### src/rtl/wsram_loader_pkg.sv
`default_nettype none
// +--------------------------------------------------------------------+
// | wgt_pkg                                                            |
// | Shared widths, FSM encoding and kernel-count width helper.         |
// | Revision: 1.0                                                      |
// +--------------------------------------------------------------------+
package wgt_pkg;

    localparam int WGT_W  = 8;
    localparam int KSIZE  = 9;
    localparam int WORD_W = WGT_W * KSIZE;
    localparam int ADDR_W = 5;
    localparam int DEPTH  = 32;

    typedef enum logic [1:0] {
        ST_IDLE  = 2'd0,
        ST_LOAD  = 2'd1,
        ST_FLUSH = 2'd2,
        ST_DONE  = 2'd3
    } state_t;

    function automatic int cnt_w(input int sram_num);
        return $clog2(sram_num * DEPTH) + 1;
    endfunction

endpackage
`default_nettype wire

### src/rtl/wsram_loader_if.sv
`default_nettype none
// +--------------------------------------------------------------------+
// | wsram_loader_if                                                    |
// | Weight stream in, bank-array CEN/WEN/A/D out, plus status.         |
// | Revision: 1.0                                                      |
// +--------------------------------------------------------------------+
interface wsram_loader_if #(
    parameter int SRAM_NUM = 8
);
    import wgt_pkg::*;

    localparam int CNT_W = cnt_w(SRAM_NUM);

    logic                         start;
    logic [CNT_W-1:0]             num_kernels;
    logic                         in_valid;
    logic                         in_ready;
    logic [WGT_W-1:0]             in_data;
    logic                         CEN;
    logic [SRAM_NUM-1:0]          WEN;
    logic [SRAM_NUM*ADDR_W-1:0]   A;
    logic [SRAM_NUM*WORD_W-1:0]   D;
    logic                         busy;
    logic                         done;

    modport master (
        output start, num_kernels, in_valid, in_data,
        input  in_ready, CEN, WEN, A, D, busy, done
    );

    modport slave (
        input  start, num_kernels, in_valid, in_data,
        output in_ready, CEN, WEN, A, D, busy, done
    );

endinterface
`default_nettype wire

### src/rtl/wsram_loader_pack.sv
`default_nettype none
// +--------------------------------------------------------------------+
// | wgt_pack                                                           |
// | Gathers 9 accepted weight bytes into one 72-bit kernel word.       |
// | Revision: 1.0                                                      |
// +--------------------------------------------------------------------+
module wgt_pack
    import wgt_pkg::*;
(
    input  logic              clk,
    input  logic              rst,
    input  logic              accept,
    input  logic              clr,
    input  logic [WGT_W-1:0]  in_data,
    output logic              word_valid,
    output logic [WORD_W-1:0] word
);

    localparam int c_IDX_W = $clog2(KSIZE);

    logic [WGT_W*(KSIZE-1)-1:0] r_bytes;
    logic [c_IDX_W-1:0]         r_idx;

    // The final byte is never stored: it is spliced in combinationally so the
    // word is ready on the same edge that accepts it.
    assign word_valid = accept && (r_idx == c_IDX_W'(KSIZE - 1));
    assign word       = {in_data, r_bytes};

    always_ff @(posedge clk) begin
        if (rst || clr) begin
            r_idx   <= '0;
            r_bytes <= '0;
        end else if (accept) begin
            if (r_idx == c_IDX_W'(KSIZE - 1)) begin
                r_idx <= '0;
            end else begin
                r_idx <= r_idx + c_IDX_W'(1);
                for (int k = 0; k < KSIZE - 1; k++) begin
                    if (r_idx == c_IDX_W'(k)) begin
                        r_bytes[k*WGT_W +: WGT_W] <= in_data;
                    end
                end
            end
        end
    end

endmodule
`default_nettype wire

### src/rtl/wsram_loader.sv
`default_nettype none
// +--------------------------------------------------------------------+
// | wsram_loader                                                       |
// | Streams weight bytes into the banked weight SRAM, round-robin.     |
// | Revision: 1.0                                                      |
// +--------------------------------------------------------------------+
module wsram_loader
    import wgt_pkg::*;
#(
    parameter int SRAM_NUM = 8
)(
    input  logic          clk,
    input  logic          rst,
    wsram_loader_if.slave bus
);

    localparam int c_CNT_W  = cnt_w(SRAM_NUM);
    localparam int c_BANK_W = (SRAM_NUM > 1) ? $clog2(SRAM_NUM) : 1;
    localparam logic [c_CNT_W-1:0] c_CAP = c_CNT_W'(SRAM_NUM * DEPTH);

    state_t                r_state;
    logic                  r_cen;
    logic [SRAM_NUM-1:0]   r_wen;
    logic [ADDR_W-1:0]     r_a;
    logic [WORD_W-1:0]     r_d;
    logic                  r_in_ready;
    logic                  r_busy;
    logic                  r_done;
    logic [c_CNT_W-1:0]    r_num;
    logic [c_CNT_W-1:0]    r_kern_cnt;
    logic [c_BANK_W-1:0]   r_bank;
    logic [ADDR_W-1:0]     r_addr;

    logic                  w_accept;
    logic                  w_clr;
    logic                  w_word_valid;
    logic [WORD_W-1:0]     w_word;
    logic [c_CNT_W-1:0]    w_num_clamped;
    logic [c_CNT_W-1:0]    w_kern_nxt;
    logic [SRAM_NUM-1:0]   w_wen_sel;

    assign w_accept      = bus.in_valid && r_in_ready;
    assign w_clr         = (r_state == ST_IDLE) && bus.start;
    assign w_num_clamped = (bus.num_kernels > c_CAP) ? c_CAP : bus.num_kernels;
    assign w_kern_nxt    = r_kern_cnt + c_CNT_W'(1);

    generate
        for (genvar b = 0; b < SRAM_NUM; b++) begin : g_wen
            assign w_wen_sel[b] = (r_bank != c_BANK_W'(b));
        end
    endgenerate

    wgt_pack u_pack (
        .clk        (clk),
        .rst        (rst),
        .accept     (w_accept),
        .clr        (w_clr),
        .in_data    (bus.in_data),
        .word_valid (w_word_valid),
        .word       (w_word)
    );

    always_ff @(posedge clk) begin
        if (rst) begin
            r_state    <= ST_IDLE;
            r_cen      <= 1'b1;
            r_wen      <= '1;
            r_a        <= '0;
            r_d        <= '0;
            r_in_ready <= 1'b0;
            r_busy     <= 1'b0;
            r_done     <= 1'b0;
            r_num      <= '0;
            r_kern_cnt <= '0;
            r_bank     <= '0;
            r_addr     <= '0;
        end else begin
            // Strobes default inactive; a write only lasts one cycle.
            r_cen  <= 1'b1;
            r_wen  <= '1;
            r_done <= 1'b0;
            case (r_state)
                ST_IDLE: begin
                    if (bus.start) begin
                        r_num      <= w_num_clamped;
                        r_kern_cnt <= '0;
                        r_bank     <= '0;
                        r_addr     <= '0;
                        if (w_num_clamped == '0) begin
                            r_state <= ST_DONE;
                            r_done  <= 1'b1;
                        end else begin
                            r_state    <= ST_LOAD;
                            r_in_ready <= 1'b1;
                            r_busy     <= 1'b1;
                        end
                    end
                end
                ST_LOAD: begin
                    if (w_word_valid) begin
                        r_cen      <= 1'b0;
                        r_wen      <= w_wen_sel;
                        r_a        <= r_addr;
                        r_d        <= w_word;
                        r_kern_cnt <= w_kern_nxt;
                        // Address steps only when the bank index wraps.
                        if (r_bank == c_BANK_W'(SRAM_NUM - 1)) begin
                            r_bank <= '0;
                            r_addr <= r_addr + ADDR_W'(1);
                        end else begin
                            r_bank <= r_bank + c_BANK_W'(1);
                        end
                        if (w_kern_nxt == r_num) begin
                            r_state    <= ST_FLUSH;
                            r_in_ready <= 1'b0;
                        end
                    end
                end
                ST_FLUSH: begin
                    r_state <= ST_DONE;
                    r_busy  <= 1'b0;
                    r_done  <= 1'b1;
                end
                ST_DONE: begin
                    r_state <= ST_IDLE;
                end
                default: begin
                    r_state <= ST_IDLE;
                end
            endcase
        end
    end

    assign bus.in_ready = r_in_ready;
    assign bus.CEN      = r_cen;
    assign bus.WEN      = r_wen;
    assign bus.A        = {SRAM_NUM{r_a}};
    assign bus.D        = {SRAM_NUM{r_d}};
    assign bus.busy     = r_busy;
    assign bus.done     = r_done;

endmodule
`default_nettype wire

### src/flat_wrapper.sv
// flat-port wrapper written by rule: the top's interface ports become plain ports
module wsram_loader_flat import wgt_pkg::*;
#(
    parameter int SRAM_NUM = 8
)
  (clk, rst, bus_start, bus_num_kernels, bus_in_valid, bus_in_data, bus_in_ready, bus_CEN, bus_WEN, bus_A, bus_D, bus_busy, bus_done);
  wsram_loader_if #(.SRAM_NUM(SRAM_NUM)) bus_i ();
  input  logic clk;
  input  logic rst;
  input wire logic [$bits(bus_i.start)-1:0] bus_start;
  input wire logic [$bits(bus_i.num_kernels)-1:0] bus_num_kernels;
  input wire logic [$bits(bus_i.in_valid)-1:0] bus_in_valid;
  input wire logic [$bits(bus_i.in_data)-1:0] bus_in_data;
  output wire logic [$bits(bus_i.in_ready)-1:0] bus_in_ready;
  output wire logic [$bits(bus_i.CEN)-1:0] bus_CEN;
  output wire logic [$bits(bus_i.WEN)-1:0] bus_WEN;
  output wire logic [$bits(bus_i.A)-1:0] bus_A;
  output wire logic [$bits(bus_i.D)-1:0] bus_D;
  output wire logic [$bits(bus_i.busy)-1:0] bus_busy;
  output wire logic [$bits(bus_i.done)-1:0] bus_done;
  assign bus_i.start = bus_start;
  assign bus_i.num_kernels = bus_num_kernels;
  assign bus_i.in_valid = bus_in_valid;
  assign bus_i.in_data = bus_in_data;
  assign bus_in_ready = bus_i.in_ready;
  assign bus_CEN = bus_i.CEN;
  assign bus_WEN = bus_i.WEN;
  assign bus_A = bus_i.A;
  assign bus_D = bus_i.D;
  assign bus_busy = bus_i.busy;
  assign bus_done = bus_i.done;
  wsram_loader #(.SRAM_NUM(SRAM_NUM)) u_core (.clk(clk), .rst(rst), .bus(bus_i));
endmodule
### config.mk
export PLATFORM = sky130hd
export DESIGN_NAME = wsram_loader_flat
export DESIGN_NICKNAME = d
export VERILOG_FILES = /design/src/rtl/wsram_loader_pkg.sv /design/src/rtl/wsram_loader_if.sv /design/src/rtl/wsram_loader_pack.sv /design/src/rtl/wsram_loader.sv /design/src/flat_wrapper.sv
export SDC_FILE = /design/constraint.sdc
export NUM_CORES = 1
export LEC_CHECK = 0
export CAP_MARGIN = 20
export CELL_PAD_IN_SITES_DETAIL_PLACEMENT = 1
export CELL_PAD_IN_SITES_GLOBAL_PLACEMENT = 1
export CORE_AREA = 2 2 250 252
export CTS_BUF_LIST = sky130_fd_sc_hd__clkbuf_4 sky130_fd_sc_hd__clkbuf_8 sky130_fd_sc_hd__clkbuf_16
export CTS_CLUSTER_SIZE = 14
export DETAILED_ROUTE_END_ITERATION = 8
export DIE_AREA = 0 0 252 254
export GPL_TIMING_DRIVEN = 0
export PLACE_DENSITY_LB_ADDON = 0.1
export SETUP_SLACK_MARGIN = 0.5
export SYNTH_ARGS = -nofsm -noshare
export SYNTH_HDL_FRONTEND = slang
export SYNTH_HIERARCHICAL = 1
export SYNTH_SLANG_ARGS = --single-unit
### constraint.sdc
create_clock -name clk -period 2.3 [get_ports clk]
set_input_delay 0.46 -clock clk [delete_from_list [all_inputs] [get_ports clk]]
set_output_delay 0.46 -clock clk [all_outputs]
set_load 0.05 [all_outputs]
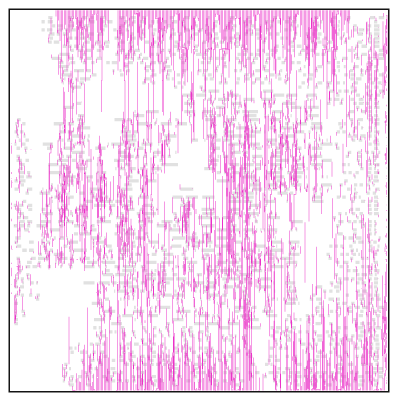
**Above:** M2 wires.
(1.5 px per um) Cells faint in the background.
share of all routed wire: 55%
main direction: vertical
detailed-route via count: 11000
WL final: 49200 um

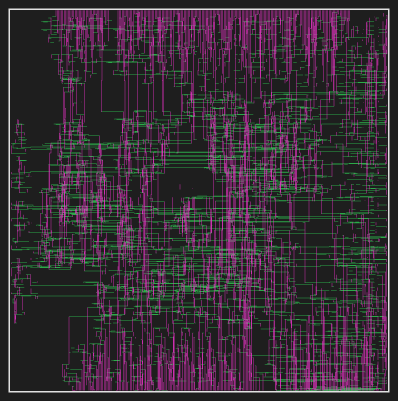
**Above:** signal wires by layer.
(1.5 px per um) Two of the layers only.
[green] M1 | wire length: 19200 um
[magenta] M2 | wire length: 27.2 mm
Tot GR Track Use: 14.2%
Avg WL per Cell: 16.7 um

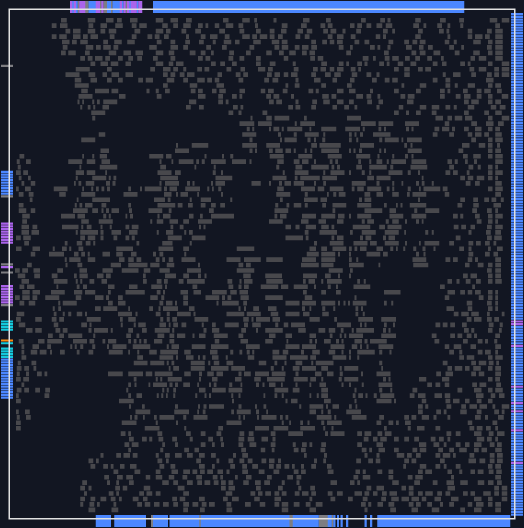
**Above:** pin map.
(2 px per um) Pins as bars across the die edge, other pins in gray.
[purple] bus_A | pins: 40 | direction: output | edge: 16 top, 16 left, 8 right
[orange] bus_busy | pins: 1 | direction: output | edge: left
[blue] bus_D | pins: 576 | direction: output | edge: 191 bottom, 184 top, 177 right, 24 left
[cyan] bus_num_kernels | pins: 9 | direction: input | edge: left
all pins by edge: 208 top, 201 bottom, 185 right, 55 left
Die Width: 252 um
PortBufs: 647
die height: 254 um

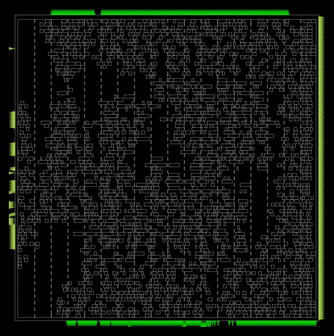
**Above:** placed standard cells.
final cell count without fillers: 2939
FILL cells: 7237

## routing by layer
metal,global-route usage [%],vias up,routed length [um]
li1,-,5508,-
met1,15.7,5208,19200
met2,27.9,280,27200
met3,3.01,28,2220
met4,2.45,0,466
met5,0,-,0
## through the flow
| stage | TNS, ns | std cells | instance area (um2) | utilization, % |
|---|---|---|---|---|
| 2_1_floorplan | 0 | 1430 | 11700 | - |
| 3_3_place_gp | -65.01 | 2867 | 19200 | 31.3 |
| 3_5_place_dp | -69.94 | 2867 | 19200 | 31.3 |
| 4_1_cts | 0 | 2917 | 20000 | 32.6 |
| 5_1_grt | 0 | 2939 | 20200 | 32.9 |
| 6_report | 0 | 2939 | 20200 | 32.9 |
## kinds of logic after synthesis
family | count (synthesis) | synth area share (%)
buffers and inverters | 629 | 39.2
DFF | 185 | 32.1
muxes | 4 | 0.347
xor gates and xnor gates | 14 | 1.19
AOI/OAI and AO/OA | 199 | 9.51
and+or+nand+nor | 384 | 15.9
adders and majority gates | 15 | 1.63
## flip-flops by register name (all words and copies together), names as in the netlist, 2 cells and up
signal,count
u_core/r_state,2
u_core/bus.WEN,8
u_core/r_num,9
u_core/r_kern_cnt,9
u_core/u_pack/r_idx,4
u_core/r_addr,5
u_core/r_a,5
u_core/r_d,72
u_core/u_pack/r_bytes,64
u_core/r_bank,3
## final cells by class
| cell class | count | area, um2 | share of cell area (%) |
|---|---|---|---|
| clock inverters | 15 | 175 | 0.869 |
| flip-flops and latches | 185 | 3810 | 18.9 |
| plain buffers | 616 | 4790 | 23.7 |
| multi-input cells | 616 | 3940 | 19.5 |
| inverters | 13 | 52.6 | 0.261 |
| clock buffers | 17 | 425 | 2.11 |
| repair buffers | 687 | 5980 | 29.7 |
| well taps | 790 | 988 | 4.90 |
## Yosys cell counts (all sizes together) (2+ instances only)
| master | n | area share [%] |
|---|---|---|
| nand3 | 73 | 3.3 |
| nand2 | 214 | 7.0 |
| xor2 | 9 | 0.68 |
| a2111oi | 2 | 0.37 |
| a22oi | 2 | 0.13 |
| nand2b | 5 | 0.27 |
| nor3b | 10 | 0.65 |
| and4 | 3 | 0.26 |
| o21ai | 75 | 3.3 |
| and4bb | 2 | 0.22 |
| o311a | 2 | 0.17 |
| and3 | 5 | 0.29 |
| clkbuf | 37 | 1.2 |
| nor4 | 2 | 0.16 |
| a21oi | 105 | 4.6 |
| nand3b | 2 | 0.13 |
| nor2 | 43 | 1.4 |
| xnor2 | 4 | 0.30 |
| ha | 15 | 1.6 |
| inv | 13 | 0.42 |
| nand4 | 4 | 0.22 |
| or3 | 3 | 0.16 |
| mux2i | 4 | 0.35 |
| nor4bb | 2 | 0.43 |
| nor3 | 3 | 0.13 |
| nand4b | 4 | 0.83 |
| dfxtp | 185 | 32 |
| buf | 579 | 38 |
| nor2b | 3 | 0.16 |
| a211oi | 3 | 0.24 |
| and2 | 3 | 0.16 |
## critical path, stage by stage (launching register included)
cell and delay (ns):
dfxtp_1 0.55, buf_4 0.18, clkdlybuf4s15_1 0.49
## report_power, final
part	switching [mW]	internal, mW	leakage (nW)	total (mW)
clock	1.48	1.57	0.297	3.05
sequential	0.0784	3.28	1.53	3.36
combinational	1.01	0.856	8.22	1.86
==> results.json <==
{
  "status": "finished clean",
  "ys.flop_type": "dfxtp_1",
  "drc": 0,
  "grt_setup_unrepaired": "true",
  "dp_hpwl_um": 39700,
  "finalSetupViolCount": 0,
  "worstReg2RegEnd": "u_core/r_state[0]",
  "ys_seq_share_pct": 32.1,
  "synthArstFlopShare_pct": 0,
  "rows": 91,
  "critPathKind": "reg2out",
  "clockBufferDepth": 2,
  "fmax_ghz": 0.471,
  "drv_slew": 0,
  "drive_gt1_share_pct": 58.6,
  "antenna_found_initial": 0,
  "startpoint_type": "flip-flop",
  "clk_pin_slew_ns": 0.08,
  "fp_nets": 1466,
  "setup_ws_ns": 0.178,
  "dp_slack_ns": -0.794,
  "synth_cells": 1430,
  "syn_area_mm2": 0.0115,
  "ys_cells": 1430,
  "syn_area_per_cell_um2": 8.06,
  "antennaDiodeCount": 0,
  "fin_crit_ns": 2.12,
  "cts.sinks": 185,
  "worst_pin_slew_ns": 0.729,
  "cts_made_buffers": 17,
  "p_per_area_mw_per_mm2": 410,
  "lay_top_count": "buf_4",
  "ant_nets": 0,
  "postCtsHoldBufs": 0,
  "synth-edff-count": 0,
  "synthToLayoutAreaGrowth_pct": 75.0,
  "grt_pass1_wl_um": 69500,
  "die_area_mm2": 0.0640,
  "holdCritPathClass": "reg2reg",
  "cts_htree_levels": 4,
  "crit_end": "bus_D[533]",
  "cts_setup_buffers": 15,
  "boundaryPins": 649,
  "cp_data_arrival_time_ns": 1.66,
  "ir_drop_mv": 0.453,
  "grt_overflow_total": 0,
  "warnings": 38,
  "grt_max_degree": 20,
  "maxSlewHeadroom_pct": 51.4,
  "cts_tree": "done",
  "clock_latency_ns": 0.45,
  "most-common-layout-cells": "buf_4 (575), nand2_1 (198), clkdlybuf4s15_2 (157)",
  "ys.flops": 185,
  "worstPathRequired_ns": 1.84,
  "synth_chip_area_mm2": 0.0115,
  "hold_viol_final": 0,
  "worstHoldEndpoint": "u_core/r_d[1]"
}
Power and IR drop assume default switching activity.
